## config.mk

```make
export PLATFORM = sky130hd
export DESIGN_NAME = ap_ctrl_seq_driver
export DESIGN_NICKNAME = d
export VERILOG_FILES = /design/src/rtl/ap_ctrl_seq_driver.sv
export SDC_FILE = /design/constraint.sdc
export NUM_CORES = 1
export LEC_CHECK = 0
export CAP_MARGIN = 0
export CORE_MARGIN = 2
export CORE_UTILIZATION = 45
export DETAILED_ROUTE_END_ITERATION = 8
export PLACE_DENSITY = 0.77
export SYNTH_ARGS = -nofsm -noshare
export SYNTH_HDL_FRONTEND = slang
export SYNTH_SLANG_ARGS = --single-unit
```

## constraint.sdc

```tcl
create_clock -name clock -period 7.6 [get_ports clock]
set_clock_uncertainty 0.2 [all_clocks]
set_input_delay 1.14 -clock clock [delete_from_list [all_inputs] [get_ports clock]]
set_output_delay 1.14 -clock clock [all_outputs]
set_load 0.1 [all_outputs]
```

## src/rtl/ap_ctrl_seq_driver.sv

```systemverilog
// rtl/ap_ctrl_seq_driver.sv - ap_ctrl_chain initiator: runs N kernel transactions, measures latency.
// Optional watchdog: define AP_CTRL_SEQ_DRIVER_TIMEOUT_EN.
module ap_ctrl_seq_driver #(
  parameter int CNT_W       = 32,
  parameter int NUM_W       = 16,
  parameter int GAP_W       = 8,
  parameter int TIMEOUT_CYC = 65535
) (
  input  logic             clock,
  input  logic             reset,
  input  logic             cfg_start,
  input  logic [NUM_W-1:0] cfg_num_txn,
  input  logic [GAP_W-1:0] cfg_gap,
  output logic             ap_start,
  input  logic             ap_ready,
  input  logic             ap_done,
  output logic             ap_continue,
  output logic             busy,
  output logic             finish,
  output logic [NUM_W-1:0] txn_count,
  output logic [CNT_W-1:0] last_latency,
  output logic [CNT_W-1:0] max_latency,
  output logic [CNT_W-1:0] total_cycles,
  output logic             timeout_err
);

  typedef enum logic [2:0] {S_IDLE, S_START, S_WAIT, S_GAP, S_FIN} state_t;

  localparam logic [CNT_W-1:0] CNT_MAX = '1;

  state_t           state;
  logic [NUM_W-1:0] num_r;
  logic [GAP_W-1:0] gap_r;
  logic [GAP_W-1:0] gap_cnt;
  logic [CNT_W-1:0] lat;
  logic [NUM_W-1:0] txn_next;

  function automatic logic [CNT_W-1:0] sat_inc(input logic [CNT_W-1:0] v);
    return (v == CNT_MAX) ? v : v + CNT_W'(1);
  endfunction

  assign busy     = (state != S_IDLE);
  assign txn_next = txn_count + NUM_W'(1);

`ifdef AP_CTRL_SEQ_DRIVER_TIMEOUT_EN
  localparam logic [CNT_W-1:0] TIMEOUT_LIM = CNT_W'(TIMEOUT_CYC);
`else
  logic unused_timeout;
  assign unused_timeout = ^TIMEOUT_CYC;
  assign timeout_err    = 1'b0;
`endif

  always_ff @(posedge clock or posedge reset) begin
    if (reset) begin
      state        <= S_IDLE;
      num_r        <= '0;
      gap_r        <= '0;
      gap_cnt      <= '0;
      lat          <= '0;
      ap_start     <= 1'b0;
      ap_continue  <= 1'b0;
      finish       <= 1'b0;
      txn_count    <= '0;
      last_latency <= '0;
      max_latency  <= '0;
      total_cycles <= '0;
`ifdef AP_CTRL_SEQ_DRIVER_TIMEOUT_EN
      timeout_err  <= 1'b0;
`endif
    end else begin
      finish <= 1'b0;
      case (state)
        S_IDLE: begin
          if (cfg_start) begin
            num_r        <= cfg_num_txn;
            gap_r        <= cfg_gap;
            txn_count    <= '0;
            last_latency <= '0;
            max_latency  <= '0;
            total_cycles <= '0;
`ifdef AP_CTRL_SEQ_DRIVER_TIMEOUT_EN
            timeout_err  <= 1'b0;
`endif
            if (cfg_num_txn == '0) begin
              state  <= S_FIN;
              finish <= 1'b1;
            end else begin
              state    <= S_START;
              ap_start <= 1'b1;
              lat      <= '0;
            end
          end
        end
        S_START, S_WAIT: begin
          total_cycles <= sat_inc(total_cycles);
          lat          <= sat_inc(lat);
`ifdef AP_CTRL_SEQ_DRIVER_TIMEOUT_EN
          if (lat == TIMEOUT_LIM) begin
            timeout_err <= 1'b1;
            ap_start    <= 1'b0;
            ap_continue <= 1'b0;
            state       <= S_FIN;
            finish      <= 1'b1;
          end else
`endif
          // done while still in START counts as ready+done in the same cycle
          if (ap_done) begin
            last_latency <= lat;
            if (lat > max_latency) max_latency <= lat;
            txn_count <= txn_next;
            if (txn_next == num_r) begin
              state       <= S_FIN;
              finish      <= 1'b1;
              ap_start    <= 1'b0;
              ap_continue <= 1'b0;
            end else if (gap_r == '0) begin
              state       <= S_START;
              ap_start    <= 1'b1;
              ap_continue <= 1'b0;
              lat         <= '0;
            end else begin
              state       <= S_GAP;
              gap_cnt     <= gap_r - GAP_W'(1);
              ap_start    <= 1'b0;
              ap_continue <= 1'b0;
            end
          end else if (state == S_START && ap_ready) begin
            state       <= S_WAIT;
            ap_start    <= 1'b0;
            ap_continue <= 1'b1;
          end
        end
        S_GAP: begin
          total_cycles <= sat_inc(total_cycles);
          if (gap_cnt == '0) begin
            state    <= S_START;
            ap_start <= 1'b1;
            lat      <= '0;
          end else begin
            gap_cnt <= gap_cnt - GAP_W'(1);
          end
        end
        S_FIN: begin
          total_cycles <= sat_inc(total_cycles);
          state        <= S_IDLE;
        end
        default: state <= S_IDLE;
      endcase
    end
  end

endmodule
```

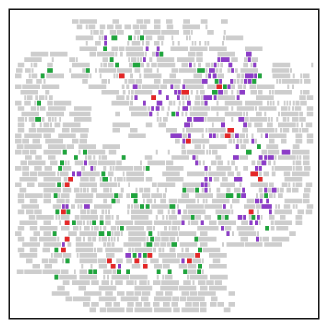
*Gate families picked out, run 1*
Drawn at 2 px/µm.
family	color	cells	most used
AND and OR gates	green	79	and3_1
AND-OR and OR-AND gates	red	23	a21o_1
inverting AOI/OAI gates	purple	114	o21ai_0
most numerous logic cell after layout: dfrtp_1
Final Non-Filler Cells: 1455

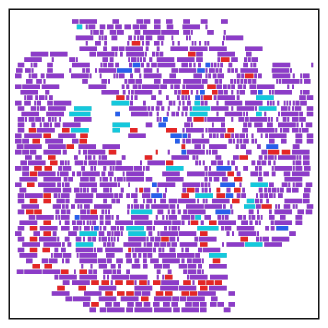
*Drive-strength map, run 1*
Drawn at 2 px/µm.
size	color	cells
drive 3 to 4	blue	24
drive 1 or less	purple	1032
drive 2	red	92
drive 6 and up	cyan	27
final worst slack: 3.36 ns
Signal buffers: 152
design area: 12400 µm²
Syn-to-layout area delta: 22.4%

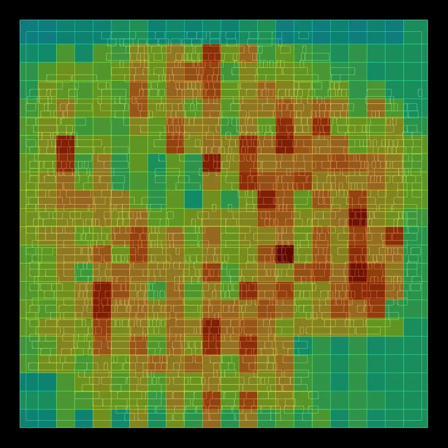
*Congestion heat map, run 1*
overall global routing resource usage: 0.220
grt peak-use layer: met2
Finished Core Util: 0.564
GR met3 Demand/Resource: 0.0468
DR WL/cell: 17.5 µm

==> impl_metrics.py, run 1 <==
# Flow results
metrics = {
    "power": {
        "p_comb_frac": 0.384,
        "power_mw": 3.60,
        "switching_share": 0.420,
        "internal-power_mw": 2.09,
        "p_clk_frac": 0.261,
        "peakVddDrop_mv": 0.320,
        "powerDensity_nw_per_um2": 290,
        "p_comb_mw": 1.38,
        "pg_seq_mw": 1.28,
        "power.group.top": "combinational cells",
        "power_frac_seq": 0.355,
    },
    "clocking": {
        "numCtsBuffers": 17,
        "cts_max_path_buffers": 2,
        "h-tree-depth": 4,
    },
    "global_routing": {
        "overflow": 0,
        "grt_pass1_vias": 8183,
        "antenna_found_initial": 0,
        "use_met2": 0.346,
    },
    "timing": {
        "finalClockPeriodUsage": 0.558,
        "worst_pin_slew_ns": 1.19,
        "timing.hold.ws_ns": 0.302,
        "fmax_mhz": 236,
        "period_needed_ns": 4.24,
        "relSlewSlack": 0.202,
    },
    "critical_path": {
        "regToRegStartpoint": "txn_count[3]$_DFFE_PP0P_",
        "critPathBufInv": 3,
        "worstSetupPathType": "flip-flop to primary output",
        "slowest_delay_ns": 1.17,
        "path_delay_family": "buffers and inverters",
        "cp.depth": 5,
        "ff2ff_path_depth": 8,
        "crit_start": "state[0]$_DFFE_PP0P_",
        "r2r_end": "gap_cnt[6]$_DFFE_PP0P_",
    },
    "job": {
        "warnings": 26,
        "cap_violations": 0,
    },
    "logic_synthesis": {
        "edf_count": 0,
        "ys_sh_xor": 0.0682,
        "ys_async_sr_fraction": 1.00,
        "adder_share": 0.0445,
        "synth_cell_types": 77,
        "ys_area_um2": 10100,
        "synth_seq_share": 0.450,
        "largest_area_cell": "dfrtp_1",
        "synthesis.nets": 1103,
        "synthesis.area_um2": 10100,
        "ys_cells": 1038,
        "ys.flops": 182,
        "synthSimpleGateAreaFrac": 0.225,
    },
    "finish": {
        "logic_gate_count": 766,
        "antenna_cells": 0,
        "logic_area_um2": 5200,
        "comb_share": 0.420,
        "final_nets": 1227,
        "inv_count": 43,
        "final-clk-cell-share": 0.0500,
        "drive_gt1_frac": 0.122,
        "nClkBuffers": 18,
    },
    "detailed_routing": {
        "ant_nets": 0,
        "dr_total_vias": 8225,
        "drt_iter0_markers": 655,
        "wl_met3_um": 1390,
        "met2_length_um": 11700,
    },
    "place": {
        "hpwl_um": 17500,
        "place_area_um2": 11800,
    },
    "outcome": {
        "status": "finished, final reports clean",
    },
    "floorplan": {
        "core-area_um2": 22000,
    },
}
### Met3 routing, run 1

Drawn at 3 px/µm.
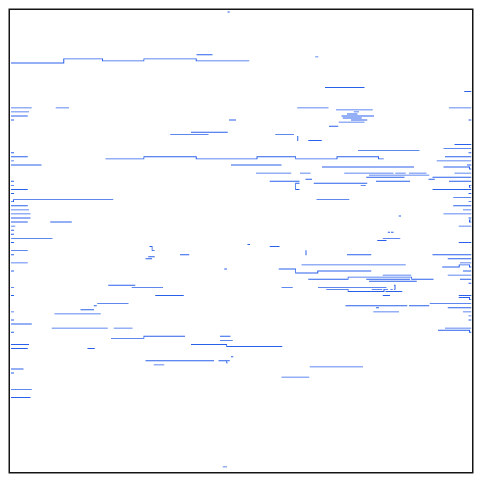

--- run 2 (diff from run 1) ---
- PLACE_DENSITY: 0.77 -> 0.8
- clock period: 7.6 -> 3.78 ns (I/O delays scaled with it)
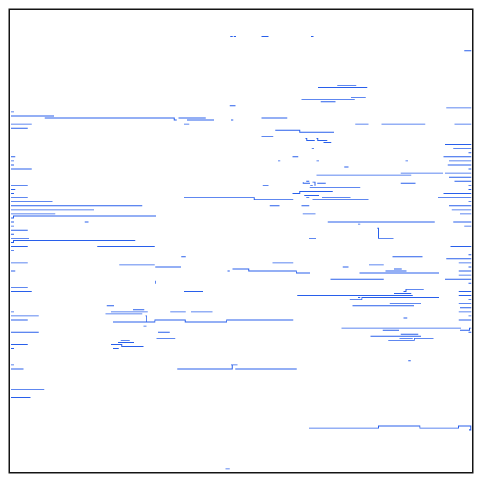
*Met3 routing, run 2*
Drawn at 3 px/µm.
wire length on this layer	1490 µm
main direction	horizontal
nets with wire on the layer	148
longest straight run	47.4 µm
share of all routed wire	5.9%
GR met3 Demand/Resource: 0.0488
drt total wl: 25500 µm
vias: 8269

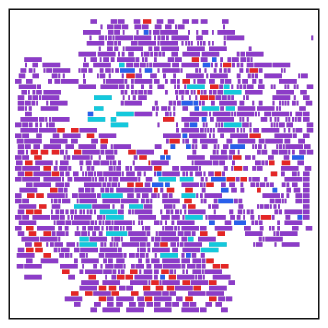
*Drive-strength map, run 2*
Drawn at 2 px/µm.
size	color	cells
drive 2	red	92
drive 3 to 4	blue	30
drive 6 and up	cyan	29
drive 1 or less	purple	1030
Signal buffers: 158
Syn-to-layout area delta: 23.1%
final worst slack: 0.438 ns

==> impl_metrics.py, run 2 <==
# Flow results
metrics = {
    "detailed_routing": {
        "wl_per_cell_um": 17.5,
        "drt_iter0_markers": 549,
        "met2_length_um": 12000,
        "route.detailed.drc": 1,
    },
    "clocking": {
        "h-tree-depth": 4,
        "cts_max_path_buffers": 2,
        "numCtsBuffers": 17,
    },
    "logic_synthesis": {
        "largest_area_cell": "dfrtp_1",
        "ys_async_sr_fraction": 1.00,
        "ys_sh_xor": 0.0682,
        "synth_seq_share": 0.450,
        "ys_cells": 1038,
        "ys.flops": 182,
        "synth_cell_types": 77,
        "synthSimpleGateAreaFrac": 0.225,
        "ys_area_um2": 10100,
        "edf_count": 0,
    },
    "power": {
        "pg_seq_mw": 2.57,
        "switching_share": 0.417,
        "peakVddDrop_mv": 0.593,
        "p_comb_frac": 0.393,
        "p_comb_mw": 2.84,
        "p_clk_frac": 0.252,
        "power_frac_seq": 0.356,
        "internal-power_mw": 4.22,
    },
    "timing": {
        "finalClockPeriodUsage": 0.884,
        "fmax_mhz": 299,
        "period_needed_ns": 3.34,
        "timing.hold.ws_ns": 0.306,
    },
    "finish": {
        "final-clk-cell-share": 0.0487,
        "logic_area_um2": 5200,
        "comb_share": 0.417,
        "fin_util": 0.567,
        "logic_gate_count": 766,
        "drive_gt1_frac": 0.128,
        "nClkBuffers": 20,
        "final_nets": 1233,
    },
    "floorplan": {
        "core-area_um2": 22000,
    },
    "critical_path": {
        "r2r_end": "gap_cnt[3]$_DFFE_PP0P_",
        "ff2ff_path_depth": 8,
        "path_delay_family": "simple AND/OR/NAND/NOR gates",
        "worstSetupPathType": "flip-flop to flip-flop",
        "crit_start": "txn_count[2]$_DFFE_PP0P_",
        "cp.depth": 8,
        "slowest_delay_ns": 0.65,
        "critPathBufInv": 0,
    },
    "place": {
        "place_area_um2": 11900,
    },
    "job": {
        "cap_violations": 0,
        "warnings": 26,
    },
    "global_routing": {
        "use_met2": 0.348,
        "grt_usage": 0.217,
        "grt_pass1_vias": 8167,
        "overflow": 0,
    },
    "outcome": {
        "status": "finished with violations",
        "violations": "design-rule violations",
    },
}
Power is estimated from default activity; no workload was simulated.
